Metal layers overlaid:
Scale: 3 px per µm.
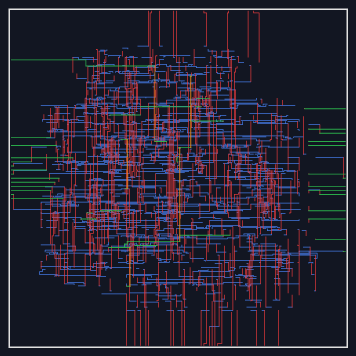
Clock nets:
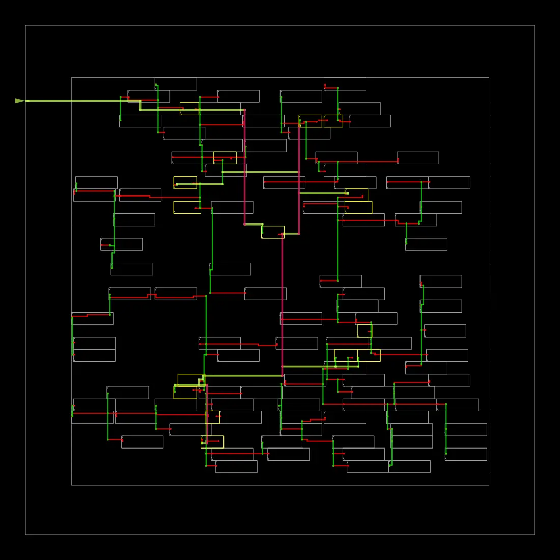
==> src/rtl/frame_color_classifier_if.sv <==
// Pixel stream from the frame-buffer read port plus the classifier's results.
// The master drives scan coordinates and pixel data; the slave is the classifier.
interface frame_color_classifier_if;
   logic [7:0]  pixel;
   logic [9:0]  vga_x;
   logic [9:0]  vga_y;
   logic [2:0]  result;
   logic [14:0] red_count;
   logic [14:0] blue_count;
   logic        frame_done;

   modport master (
      output pixel, vga_x, vga_y,
      input  result, red_count, blue_count, frame_done
   );

   modport slave (
      input  pixel, vga_x, vga_y,
      output result, red_count, blue_count, frame_done
   );
endinterface

==> src/rtl/frame_color_classifier.sv <==
// Counts red- and blue-dominant RGB332 pixels inside the image window each frame,
// then classifies the frame and debounces that decision across consecutive frames.
module frame_color_classifier #(
   parameter int unsigned SCREEN_WIDTH   = 176,
   parameter int unsigned SCREEN_HEIGHT  = 144,
   parameter logic [2:0]  RED_MIN        = 3'd5,
   parameter logic [1:0]  BLUE_MIN       = 2'd2,
   parameter logic [2:0]  OTHER_MAX      = 3'd3,
   parameter logic [14:0] COUNT_THRESH   = 15'd2000,
   parameter int unsigned CONFIRM_FRAMES = 3
) (
   input logic                     clk_i,
   input logic                     rst_i,
   frame_color_classifier_if.slave pix_if
);
   localparam logic [9:0]  WIDTH_L   = 10'(SCREEN_WIDTH);
   localparam logic [9:0]  HEIGHT_L  = 10'(SCREEN_HEIGHT);
   localparam logic [2:0]  CONFIRM_L = 3'(CONFIRM_FRAMES);
   localparam logic [14:0] ACC_MAX   = 15'h7FFF;

   typedef enum logic [2:0] {
      CLS_NONE = 3'b000,
      CLS_RED  = 3'b110,
      CLS_BLUE = 3'b111
   } class_e;

   logic [9:0]  xd_q, yd_q, yd_prev_q;
   logic [14:0] red_acc_q, red_acc_d, blue_acc_q, blue_acc_d;
   logic [14:0] red_count_q, red_count_d, blue_count_q, blue_count_d;
   class_e      result_q, result_d, cand_prev_q, cand_prev_d, candidate;
   logic [2:0]  streak_q, streak_d;
   logic        frame_done_q;
   logic        in_window, is_red, is_blue, frame_end;
   logic [2:0]  px_r, px_g;
   logic [1:0]  px_b;

   assign px_r = pix_if.pixel[7:5];
   assign px_g = pix_if.pixel[4:2];
   assign px_b = pix_if.pixel[1:0];

   // Pixel data lags its coordinates by one cycle, so classify against the registered scan position.
   assign in_window = (xd_q < WIDTH_L) && (yd_q < HEIGHT_L);
   assign is_red    = in_window && (px_r >= RED_MIN) && (px_g <= OTHER_MAX) && (px_b <= 2'd1);
   assign is_blue   = in_window && (px_b >= BLUE_MIN) && (px_r <= OTHER_MAX) && (px_g <= OTHER_MAX);
   assign frame_end = (yd_q == HEIGHT_L) && (yd_prev_q == HEIGHT_L - 10'd1);

   always_comb begin
      candidate = CLS_NONE;
      if (red_acc_q > COUNT_THRESH && red_acc_q > blue_acc_q) begin
         candidate = CLS_RED;
      end else if (blue_acc_q > COUNT_THRESH && blue_acc_q > red_acc_q) begin
         candidate = CLS_BLUE;
      end
   end

   always_comb begin
      // NOTE: every output gets a default first, so no path through this block can infer a latch.
      red_acc_d    = red_acc_q;
      blue_acc_d   = blue_acc_q;
      red_count_d  = red_count_q;
      blue_count_d = blue_count_q;
      cand_prev_d  = cand_prev_q;
      streak_d     = streak_q;
      result_d     = result_q;

      if (frame_end) begin
         red_count_d  = red_acc_q;
         blue_count_d = blue_acc_q;
         red_acc_d    = '0;
         blue_acc_d   = '0;
         if (candidate == cand_prev_q) begin
            streak_d = (streak_q >= CONFIRM_L) ? CONFIRM_L : streak_q + 3'd1;
         end else begin
            cand_prev_d = candidate;
            streak_d    = 3'd1;
         end
         if (streak_d == CONFIRM_L) begin
            result_d = candidate;
         end
      end else begin
         if (is_red && red_acc_q != ACC_MAX) begin
            red_acc_d = red_acc_q + 15'd1;
         end
         if (is_blue && blue_acc_q != ACC_MAX) begin
            blue_acc_d = blue_acc_q + 15'd1;
         end
      end
   end

   // NOTE: state registers use non-blocking assignments so every flop samples pre-edge values.
   always_ff @(posedge clk_i or posedge rst_i) begin
      if (rst_i) begin
         xd_q         <= '0;
         yd_q         <= '0;
         yd_prev_q    <= '0;
         red_acc_q    <= '0;
         blue_acc_q   <= '0;
         red_count_q  <= '0;
         blue_count_q <= '0;
         cand_prev_q  <= CLS_NONE;
         streak_q     <= '0;
         result_q     <= CLS_NONE;
         frame_done_q <= 1'b0;
      end else begin
         xd_q         <= pix_if.vga_x;
         yd_q         <= pix_if.vga_y;
         yd_prev_q    <= yd_q;
         red_acc_q    <= red_acc_d;
         blue_acc_q   <= blue_acc_d;
         red_count_q  <= red_count_d;
         blue_count_q <= blue_count_d;
         cand_prev_q  <= cand_prev_d;
         streak_q     <= streak_d;
         result_q     <= result_d;
         frame_done_q <= frame_end;
      end
   end

   assign pix_if.result     = result_q;
   assign pix_if.red_count  = red_count_q;
   assign pix_if.blue_count = blue_count_q;
   assign pix_if.frame_done = frame_done_q;
endmodule

==> src/flat_wrapper.sv <==
// flat-port wrapper written by rule: the top's interface ports become plain ports
module frame_color_classifier_flat 
#(
   parameter int unsigned SCREEN_WIDTH   = 176,
   parameter int unsigned SCREEN_HEIGHT  = 144,
   parameter logic [2:0]  RED_MIN        = 3'd5,
   parameter logic [1:0]  BLUE_MIN       = 2'd2,
   parameter logic [2:0]  OTHER_MAX      = 3'd3,
   parameter logic [14:0] COUNT_THRESH   = 15'd2000,
   parameter int unsigned CONFIRM_FRAMES = 3
)
  (clk_i, rst_i, pix_if_pixel, pix_if_vga_x, pix_if_vga_y, pix_if_result, pix_if_red_count, pix_if_blue_count, pix_if_frame_done);
  frame_color_classifier_if pix_if_i ();
  input logic clk_i;
  input logic rst_i;
  input wire logic [$bits(pix_if_i.pixel)-1:0] pix_if_pixel;
  input wire logic [$bits(pix_if_i.vga_x)-1:0] pix_if_vga_x;
  input wire logic [$bits(pix_if_i.vga_y)-1:0] pix_if_vga_y;
  output wire logic [$bits(pix_if_i.result)-1:0] pix_if_result;
  output wire logic [$bits(pix_if_i.red_count)-1:0] pix_if_red_count;
  output wire logic [$bits(pix_if_i.blue_count)-1:0] pix_if_blue_count;
  output wire logic [$bits(pix_if_i.frame_done)-1:0] pix_if_frame_done;
  assign pix_if_i.pixel = pix_if_pixel;
  assign pix_if_i.vga_x = pix_if_vga_x;
  assign pix_if_i.vga_y = pix_if_vga_y;
  assign pix_if_result = pix_if_i.result;
  assign pix_if_red_count = pix_if_i.red_count;
  assign pix_if_blue_count = pix_if_i.blue_count;
  assign pix_if_frame_done = pix_if_i.frame_done;
  frame_color_classifier #(.SCREEN_WIDTH(SCREEN_WIDTH), .SCREEN_HEIGHT(SCREEN_HEIGHT), .RED_MIN(RED_MIN), .BLUE_MIN(BLUE_MIN), .OTHER_MAX(OTHER_MAX), .COUNT_THRESH(COUNT_THRESH), .CONFIRM_FRAMES(CONFIRM_FRAMES)) u_core (.clk_i(clk_i), .rst_i(rst_i), .pix_if(pix_if_i));
endmodule
==> config.mk <==
export PLATFORM = sky130hd
export DESIGN_NAME = frame_color_classifier_flat
export DESIGN_NICKNAME = d
export VERILOG_FILES = /design/src/rtl/frame_color_classifier_if.sv /design/src/rtl/frame_color_classifier.sv /design/src/flat_wrapper.sv
export SDC_FILE = /design/constraint.sdc
export NUM_CORES = 1
export LEC_CHECK = 0
export CAP_MARGIN = 25
export CORE_MARGIN = 10
export CORE_UTILIZATION = 50
export DETAILED_ROUTE_END_ITERATION = 16
export PLACE_DENSITY = 0.73
export SKIP_LAST_GASP = 1
export SLEW_MARGIN = 20
export SYNTH_ARGS = -nofsm -noshare
export SYNTH_HDL_FRONTEND = slang
export SYNTH_SLANG_ARGS = --single-unit
==> constraint.sdc <==
create_clock -name clk_i -period 5 [get_ports clk_i]
set_clock_uncertainty 0.2 [all_clocks]
set_input_delay 1.25 -clock clk_i [delete_from_list [all_inputs] [get_ports clk_i]]
set_output_delay 1.25 -clock clk_i [all_outputs]
set_load 0.1 [all_outputs]
==> Slide: Implementation Results <==
Physical Implementation Snapshot

Run status
  • Outcome: finished, final reports clean

Clock tree
  • Postcts setup bufs: 0
  • CTS max path bufs: 2

Logic synthesis
  • Post-synth ARST share: 1.00
  • Top cells, area: dfrtp_1 (55%), ha_1 (6.2%), nand2_1 (5.8%), nor2_1 (3.4%), o21ai_0 (2.9%)
  • Netlist cell types: 52
  • Synth flops: 94
  • Cell area after synthesis: 4250 µm²
  • YS warnings: 0
  • Cells in synth_stat.txt: 405
  • Synth area leader: dfrtp_1
  • Register share after synthesis: 0.554

Worst setup path
  • R2r endpoint: u_core.pix_if.result[0]$_DFFE_PP0P_
  • Reg2Reg Depth: 6
  • Worst setup EP type: primary output
  • Crit path DRT: 3.55 ns
  • Worst Path Arrival: 1.90 ns
  • Worst path max stage delay: 1.14 ns
  • CP startpoint kind: register
  • Crit path max-delay family: buffers and inverters

Floorplanning
  • Fp_density: 0.514
  • I/O pin total: 64
  • Core area: 8260 µm²

Cells and area
  • Filler cell count: 706
  • Layout Nets: 515

Placed design
  • GP Congestion: 0.821
  • Final HPWL DP: 6.58 mm

Route
  • DR vias: 3036
  • Final ANT Viol Nets: 0
  • Drt via density: 5.29

Hold path
  • Hold path startpoint: u_core.yd_q[1]$_DFF_PP0_
  • WHS Path Cells: 0

Power
  • Clock share of power: 0.375
  • Pint: 1.01 mW
  • Leakage: 2.37 nW
  • Logic gate share of total power: 0.047
  • P_sw: 353 µW

Flow run
  • Max cap viols: 0

Timing
  • RSZ-0062 raised after global routing: false

Global routing
  • Vias in the first global route: 3040
  • Global-route wire length before repair: 15.0 mm
Notes on 'metal layers overlaid' above:
layer	color	wire length
metal 4	orange	110 µm
metal 2	red	4150 µm
metal 1	blue	4000 µm
metal 3	green	455 µm
final WL: 8.71 mm
routed len/inst: 15.2 µm
Tot GR Track Use: 0.142

Notes on 'clock nets' above:
clk latency late pin: 0.37 ns
flip-flops: 94
CLK BUF: 9
clk pwr: 510 µW
CTS Buf Count: 9

synth_stat cells (2+ instances only):
| master | count |
|---|---|
| dfrtp_1 | 94 |
| nand2_1 | 66 |
| nor2_1 | 38 |
| inv_1 | 25 |
| o21ai_0 | 25 |
| ha_1 | 21 |
| a21oi_1 | 14 |
| nand3_1 | 13 |
| xnor2_1 | 13 |
| nand4_1 | 12 |
| xor2_1 | 11 |
| clkbuf_1 | 10 |
| and3_1 | 5 |
| mux2i_1 | 5 |
| or3_1 | 4 |
| nor2_2 | 3 |
| a211oi_1 | 2 |
| a21oi_2 | 2 |
| a31oi_1 | 2 |
| and4_1 | 2 |
| and4_2 | 2 |
| nor4_1 | 2 |
| o2111ai_1 | 2 |
| o211ai_1 | 2 |
| o31ai_1 | 2 |
| or4_1 | 2 |
final cells by class:
cell class,instances,area (µm²),share of cell area
multi-input cells,274,1740,0.340
clock inverters,7,88.8,0.0173
well taps,105,131,0.0256
flip-flops and latches,94,2350,0.459
repair buffers,60,591,0.115
clock buffers,9,124,0.0242
inverters,25,95.1,0.0186
worst min path at each step:
stage	end	slack, ns
detailed placement	u_core.yd_prev_q[1]$_DFF_PP0_	0.17
CTS	u_core.yd_prev_q[1]$_DFF_PP0_	0.19
finish	u_core.yd_prev_q[1]$_DFF_PP0_	0.18
global route	u_core.yd_prev_q[1]$_DFF_PP0_	0.19
floorplan	u_core.yd_prev_q[1]$_DFF_PP0_	0.15
global placement	u_core.yd_prev_q[1]$_DFF_PP0_	0.17
logic make-up (layout without fill, tap and decap cells):
logic type	count (synthesis)	in the layout	share of synthesized area
buf+inv	37	101	0.0354
xor+xnor	24	24	0.0495
compound gates	60	60	0.0913
flops	94	94	0.554
simple gates	164	164	0.196
mux	5	5	0.0118
fa+ha+maj	21	21	0.0619
state kept, by name, indices dropped and copies added (netlist names):
signal / count
u_core.blue_acc_q: 15
u_core.yd_prev_q: 10
u_core.pix_if.frame_done: 1
u_core.streak_q: 3
u_core.pix_if.result: 2
u_core.red_acc_q: 15
u_core.yd_q: 10
u_core.pix_if.blue_count: 15
u_core.pix_if.red_count: 15
u_core.cand_prev_q: 2
u_core.xd_q: 6
power by group through the flow:
stage	clock (mW)	sequential [mW]	combinational, mW
floorplan	0	0.797	0.0360
global placement	0	0.800	0.0633
detailed placement	0	0.801	0.0657
CTS	0.523	0.786	0.0662
global route	0.558	0.788	0.0728
finish	0.510	0.785	0.0640
per-stage QoR:
step / cell area, µm² / cells / hold WS, ns / setup WS [ns] / power [mW]
5_1_grt: 5130 / 574 / 0.193 / 1.59 / 1.42
3_5_place_dp: 4910 / 558 / 0.171 / 1.39 / 0.866
6_report: 5130 / 574 / 0.181 / 1.65 / 1.36
2_1_floorplan: 4250 / 405 / 0.146 / 1.10 / 0.833
3_3_place_gp: 4910 / 558 / 0.166 / 1.41 / 0.863
4_1_cts: 5130 / 574 / 0.189 / 1.62 / 1.38
layer usage:
layer	routed length [µm]	up-vias	track usage	part of all wire
met3	455	13	0.0458	0.052
met5	0	-	0	0
met4	109	0	0.0415	0.013
li1	-	1511	-	-
met2	4150	55	0.228	0.48
met1	4000	1457	0.181	0.46
Power figures rest on the tool's default switching activity, not on a simulated workload.
